===== config.mk =====
export PLATFORM = sky130hd
export DESIGN_NAME = mgmt_irq_ctrl
export DESIGN_NICKNAME = d
export VERILOG_FILES = /design/src/rtl/mgmt_irq_pkg.sv /design/src/rtl/mgmt_irq_ctrl_sync.sv /design/src/rtl/mgmt_irq_ctrl.sv
export SDC_FILE = /design/constraint.sdc
export NUM_CORES = 1
export LEC_CHECK = 0
export CAP_MARGIN = 25
export CORE_UTILIZATION = 30
export CTS_BUF_LIST = sky130_fd_sc_hd__clkbuf_4 sky130_fd_sc_hd__clkbuf_8
export CTS_CLUSTER_SIZE = 12
export DETAILED_ROUTE_END_ITERATION = 6
export GPL_TIMING_DRIVEN = 0
export PLACE_DENSITY = 0.59
export SYNTH_ARGS = -nofsm -noshare
export SYNTH_HDL_FRONTEND = slang
export SYNTH_HIERARCHICAL = 1
export SYNTH_SLANG_ARGS = --single-unit

===== constraint.sdc =====
create_clock -name clock -period 2.3 [get_ports clock]
set_input_delay 0.69 -clock clock [delete_from_list [all_inputs] [get_ports clock]]
set_output_delay 0.69 -clock clock [all_outputs]
set_load 0.01 [all_outputs]

===== src/rtl/mgmt_irq_pkg.sv =====
// Shared constants and types for the management SoC interrupt controller.
// Register map, STATUS layout, FSM encodings and the priority helper.
package mgmt_irq_pkg;

  localparam int IDW = 5;

  localparam logic [4:0] A_ENABLE = 5'h00;
  localparam logic [4:0] A_EDGE   = 5'h04;
  localparam logic [4:0] A_PEND   = 5'h08;
  localparam logic [4:0] A_STATUS = 5'h0C;
  localparam logic [4:0] A_FORCE  = 5'h10;

  localparam int ST_BUSY  = 8;
  localparam int ST_STATE = 6;
  localparam int ST_ID    = 0;

  typedef enum logic [1:0] {
    S_IDLE    = 2'd0,
    S_PRESENT = 2'd1,
    S_SERVICE = 2'd2
  } irq_state_e;

  typedef enum logic {
    B_IDLE = 1'b0,
    B_ACK  = 1'b1
  } bus_state_e;

  // Lowest set bit wins; scanning downward lets the last hit be the lowest.
  function automatic logic [IDW-1:0] lowest_idx(input logic [31:0] v);
    logic [IDW-1:0] r;
    r = '0;
    for (int i = 31; i >= 0; i--) begin
      if (v[i]) r = IDW'(i);
    end
    return r;
  endfunction

endpackage


===== src/rtl/mgmt_irq_ctrl_sync.sv =====
// Per-source synchroniser chain followed by a rising-edge detector.
// s_o is the synchronised level, rise_o flags its 0->1 transition.
module irq_sync_edge #(
  parameter int SYNC_STAGES = 2
) (
  input  logic clock,
  input  logic resetb,
  input  logic d_i,
  output logic s_o,
  output logic rise_o
);

  logic [SYNC_STAGES-1:0] sync_q;
  logic                   s_q;

  always_ff @(posedge clock or negedge resetb) begin
    if (!resetb) begin
      sync_q <= '0;
      s_q    <= 1'b0;
    end else begin
      sync_q <= {sync_q[SYNC_STAGES-2:0], d_i};
      s_q    <= sync_q[SYNC_STAGES-1];
    end
  end

  assign s_o    = sync_q[SYNC_STAGES-1];
  assign rise_o = s_o & ~s_q;

endmodule


===== src/rtl/mgmt_irq_ctrl.sv =====
// Interrupt controller: capture, mask, prioritise and present one
// request to the CPU with a claim/EOI handshake and a small reg bus.
module mgmt_irq_ctrl
  import mgmt_irq_pkg::*;
#(
  parameter int NUM_IRQ     = 16,
  parameter int SYNC_STAGES = 2
) (
  input  logic               clock,
  input  logic               resetb,
  input  logic [NUM_IRQ-1:0] irq_src,
  input  logic               reg_cs,
  input  logic               reg_we,
  input  logic [4:0]         reg_addr,
  input  logic [31:0]        reg_wdata,
  output logic [31:0]        reg_rdata,
  output logic               reg_ack,
  output logic               cpu_irq,
  output logic [IDW-1:0]     cpu_irq_id,
  input  logic               cpu_claim,
  input  logic               cpu_eoi
);

  logic [NUM_IRQ-1:0] s;
  logic [NUM_IRQ-1:0] rise;

  for (genvar g = 0; g < NUM_IRQ; g++) begin : g_src
    irq_sync_edge #(
      .SYNC_STAGES(SYNC_STAGES)
    ) u_sync (
      .clock  (clock),
      .resetb (resetb),
      .d_i    (irq_src[g]),
      .s_o    (s[g]),
      .rise_o (rise[g])
    );
  end

  logic [NUM_IRQ-1:0] en_q, en_d;
  logic [NUM_IRQ-1:0] edge_q, edge_d;
  logic [NUM_IRQ-1:0] epend_q, epend_d;
  irq_state_e         state_q, state_d;
  logic               irq_q, irq_d;
  logic [IDW-1:0]     id_q, id_d;
  bus_state_e         bus_q, bus_d;
  logic               ack_q;
  logic [31:0]        rdata_q, rd_val;

  logic [NUM_IRQ-1:0] pend, act, id_oh;
  logic [NUM_IRQ-1:0] wdat, set_v, clr_v;
  logic [IDW-1:0]     winner;
  logic               acc, wr, rd, act_id, claim_fire;
  logic               wr_en, wr_edge, wr_pend, wr_force;

  assign pend   = (epend_q & edge_q) | (s & ~edge_q);
  assign act    = pend & en_q;
  assign winner = lowest_idx(32'(act));

  always_comb begin
    id_oh = '0;
    for (int i = 0; i < NUM_IRQ; i++) begin
      id_oh[i] = (id_q == IDW'(i));
    end
  end

  assign act_id     = |(act & id_oh);
  assign claim_fire = (state_q == S_PRESENT) & cpu_claim;

  assign acc      = (bus_q == B_IDLE) & reg_cs;
  assign wr       = acc & reg_we;
  assign rd       = acc & ~reg_we;
  assign wdat     = reg_wdata[NUM_IRQ-1:0];
  assign wr_en    = wr & (reg_addr == A_ENABLE);
  assign wr_edge  = wr & (reg_addr == A_EDGE);
  assign wr_pend  = wr & (reg_addr == A_PEND);
  assign wr_force = wr & (reg_addr == A_FORCE);

  // Sets are OR-ed in after clears so a fresh edge is never lost.
  assign clr_v = (wr_pend ? wdat : '0)
               | (claim_fire ? (id_oh & edge_q) : '0);
  assign set_v = (rise & edge_q)
               | (wr_force ? wdat : '0);

  always_comb begin
    en_d    = wr_en ? wdat : en_q;
    edge_d  = wr_edge ? wdat : edge_q;
    epend_d = (epend_q & ~clr_v) | set_v;
  end

  always_comb begin
    rd_val = '0;
    unique case (1'b1)
      (reg_addr == A_ENABLE): rd_val = 32'(en_q);
      (reg_addr == A_EDGE):   rd_val = 32'(edge_q);
      (reg_addr == A_PEND):   rd_val = 32'(pend);
      (reg_addr == A_STATUS): begin
        rd_val = 32'({(state_q != S_IDLE), state_q, 1'b0, id_q});
      end
      default: ;
    endcase
  end

  always_comb begin
    state_d = state_q;
    irq_d   = irq_q;
    id_d    = id_q;
    unique case (state_q)
      S_IDLE: begin
        if (|act) begin
          state_d = S_PRESENT;
          irq_d   = 1'b1;
          id_d    = winner;
        end
      end
      S_PRESENT: begin
        if (cpu_claim) begin
          state_d = S_SERVICE;
          irq_d   = 1'b0;
        end else if (!act_id) begin
          state_d = S_IDLE;
          irq_d   = 1'b0;
        end
      end
      S_SERVICE: begin
        if (cpu_eoi) state_d = S_IDLE;
      end
      default: begin
        state_d = S_IDLE;
        irq_d   = 1'b0;
      end
    endcase
  end

  always_comb begin
    bus_d = bus_q;
    unique case (bus_q)
      B_IDLE:  if (reg_cs) bus_d = B_ACK;
      B_ACK:   bus_d = B_IDLE;
      default: bus_d = B_IDLE;
    endcase
  end

  always_ff @(posedge clock or negedge resetb) begin
    if (!resetb) begin
      en_q    <= '0;
      edge_q  <= '0;
      epend_q <= '0;
      state_q <= S_IDLE;
      irq_q   <= 1'b0;
      id_q    <= '0;
      bus_q   <= B_IDLE;
      ack_q   <= 1'b0;
      rdata_q <= '0;
    end else begin
      en_q    <= en_d;
      edge_q  <= edge_d;
      epend_q <= epend_d;
      state_q <= state_d;
      irq_q   <= irq_d;
      id_q    <= id_d;
      bus_q   <= bus_d;
      ack_q   <= acc;
      rdata_q <= rd ? rd_val : '0;
    end
  end

  assign reg_rdata  = rdata_q;
  assign reg_ack    = ack_q;
  assign cpu_irq    = irq_q;
  assign cpu_irq_id = id_q;

  logic unused_ok;
  assign unused_ok = ^reg_wdata;

endmodule

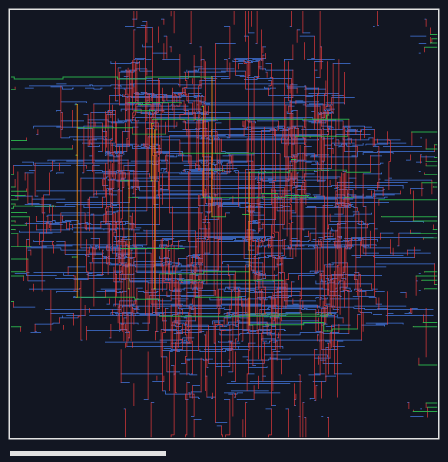
Figure 1: routed metal, one color a layer.
Bar = 50 um.
color	layer	wire length
orange	M4	289 um
blue	M1	6,830 um
red	M2	7,070 um
green	M3	832 um

==> results.sh <==
# physical design summary
export IMPL_drive_above_1_share_pct=25.2
export IMPL_fin_skew_ps=13.3
export IMPL_finalSetupViolCount=0
export IMPL_clock_sinks=120
export IMPL_synth_cell_types=56
export IMPL_portBuffers=64
export IMPL_wl_met1_um=6830
export IMPL_yosys_stat_chipArea_um2=5500
export IMPL_regToRegStartpoint="edge_q[14]$_DFFE_PN0P_"
export IMPL_stdcell_count=821
export IMPL_flop_area_um2=3000
export IMPL_hold_ws_ps=214
export IMPL_cp_arrival_ps=1510
export IMPL_hold_viol_final=0
export IMPL_sw_frac_of_total_pct=31.2
export IMPL_fp_util_pct=30.6
export IMPL_yosysMostFrequentCell="dfrtp_1"
export IMPL_htreeDepth=4
export IMPL_cts_root_buf="clkbuf_8"
export IMPL_routed_wl_um=15000
export IMPL_p_total_w=0.00596
export IMPL_vias=4021
export IMPL_cp_num_cells=1
export IMPL_numCtsBuffers=17
export IMPL_startpoint_type="flop"
export IMPL_status="finished, final reports clean"
export IMPL_setup_slack_ps=100
export IMPL_use_met2_pct=26.8
export IMPL_ff_count=120
export IMPL_n_tap_cell=229
export IMPL_lay_top_count="dfrtp_1"
export IMPL_sh_comb_area_pct=33.8
export IMPL_fillCellCount=1747
export IMPL_ir_worst_vdd_mv=0.409
export IMPL_max_freq_mhz=455
export IMPL_synth_seq_cells=120
export IMPL_layout_nonclk_buf_share_pct=13.7
export IMPL_final_core_util_pct=39.1
export IMPL_path_buffers=1
export IMPL_required_ps=1610
export IMPL_top_area_share_pct=54.6
export IMPL_rrSetupSlack_ps=190
export IMPL_hold_buffers=0
export IMPL_nClkBuffers=26
export IMPL_clk_latency_ps=440
export IMPL_maxSlewViolCount=0
export IMPL_seq_area_frac_synth_pct=54.6
export IMPL_crit_chain="clkdlybuf4s50_1"
export IMPL_period_needed_ps=2200
export IMPL_grtUsageTotal_pct=17.5
export IMPL_cp_endpoint="cpu_irq_id[3]"
export IMPL_tightest_slew_ps=747
export IMPL_die_h_um=137
export IMPL_drv_cap=0
export IMPL_drcViolationCount=0
export IMPL_yosysWarnings=6
export IMPL_hp_class="input pin to async pin"
export IMPL_path_max_fanout=6
export IMPL_p_clk_share_pct=30.3
export IMPL_clockBufferDepth=2
export IMPL_ant_nets=0
export IMPL_via_per_inst=4.90
export IMPL_place_area_um2=6520
export IMPL_critPathSlowestCell="clkdlybuf4s50_1"
export IMPL_dominant_cells="sequential cells"
export IMPL_synth_cells=474
export IMPL_nNetsFinal=641
export IMPL_dr_pass1_iters=4
export IMPL_synth_area_top_cells="dfrtp_1, mux2_2, nor2b_4"
export IMPL_endpoint_kind="output port"
export IMPL_die_x_um=137
export IMPL_wl_met3_um=831
export IMPL_synth_async_reset_ratio_pct=100
export IMPL_core_area_um2=18000
export IMPL_antenna_found_initial=0
export IMPL_synthTopCellsByCount="dfrtp_1, a21oi_1, nand2_1"
export IMPL_nNonClkInverters=7
export IMPL_seq_share_pct=42.8
export IMPL_finalSetupTns_ps=0
export IMPL_crit_family="buffers and inverters"
export IMPL_power_switching_w=0.00186
export IMPL_first_iter_violations=252
export IMPL_p_comb_share_pct=24.6
export IMPL_largest_reg_flops=32
export IMPL_met3_usage_pct=4.64
export IMPL_clk_share_pct=5.31
export IMPL_gp_congestion=0.866
export IMPL_regMostFlops="g_src.u_sync/sync_q"
export IMPL_tool_warnings=43
export IMPL_pre_cts_ws_ps=-928
export IMPL_grt_use_met1_pct=23.2
export IMPL_grt_pass1_vias=4178
export IMPL_dp_hpwl_um=10500
export IMPL_ys_cells=474
export IMPL_grt_busiest_layer="met2"
export IMPL_areaGrowthSynthToFinish_pct=27.6
export IMPL_tritoncts="built"
export IMPL_power_density_nw_per_um2=848
export IMPL_p_leak_nw=3.08
export IMPL_p_seq_share_pct=45.1
export IMPL_min_period_over_period_pct=95.7
export IMPL_ff2ff_path_depth=6
export IMPL_io_pins=98
export IMPL_antenna_cells=0
export IMPL_startpoint="cpu_irq_id[3]$_DFFE_PN0P_"
export IMPL_final_cell_mix="dfrtp_1, clkdlybuf4s50_1, a21oi_1"
export IMPL_grt_max_degree=66
export IMPL_final_cell_area_um2=7020
export IMPL_synth_avg_cell_area_um2=11.6
export IMPL_p_int_w=0.00410
export IMPL_grt_first_pass_wirelength_um=23800
export IMPL_ys_flop_type="dfrtp_1"
export IMPL_synth_cell_area_um2=5500
export IMPL_n_all_buffers=106
export IMPL_relSlewSlack_pct=50.1
export IMPL_multiInputGateArea_um2=2370
export IMPL_clk_pin_slew_ps=70
export IMPL_dr_max_layer_used="met4"
export IMPL_grt_overflow=0
export IMPL_rsz0062_at_grt="yes"
export IMPL_num_multi_input_gates=330
export IMPL_row_count=49
export IMPL_dp_cells=784
export IMPL_timing_critical_path_slowest_cell_delay_ps=600
export IMPL_synth_top_cell_by_area="dfrtp_1"
export IMPL_edf_count=0
export IMPL_wl_per_cell_um=18.3
export IMPL_path_class="flop to output port"
export IMPL_wl_met2_um=7070
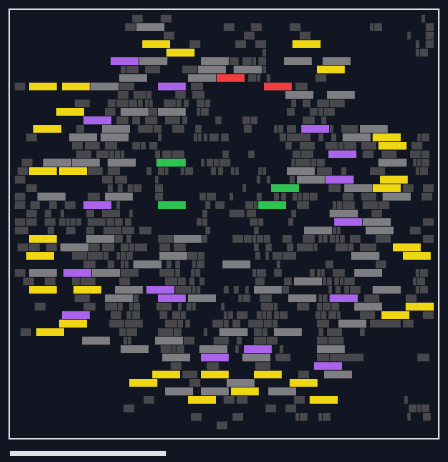
Figure 2: sequential cells grouped by signal name.
Bar = 50 um.
color	netlist name	sequential cells
purple	edge_q	16
red	state_q	2
green	cpu_irq_id	4
yellow	g_src.u_sync/sync_q	32
not colored	66

[kinds of logic after synthesis]
| logic type | after synthesis | share of synthesized area, % |
|---|---|---|
| AND/OR/NAND/NOR | 132 | 14.5 |
| other | 1 | 0.0681 |
| AND-OR/OR-AND | 136 | 17.4 |
| buffers and inverters | 40 | 4.16 |
| flip-flops | 120 | 54.6 |
| multiplexers | 45 | 9.30 |
[repair_timing]
action,in CTS,in global routing
pin swaps,1,2
setup endpoints to repair,45,41
buffers inserted,3,5
gates resized,13,15
hold endpoints to repair,0,0
[power by group through the flow]
stage                     logic [W]  registers, W  clock network [W]
final                       0.00147       0.00269            0.00180
after global routing        0.00163       0.00273            0.00197
after CTS                   0.00147       0.00268            0.00187
after detailed placement    0.00145       0.00272                  0
after global placement      0.00142       0.00270                  0
after floorplan            0.000915       0.00264                  0
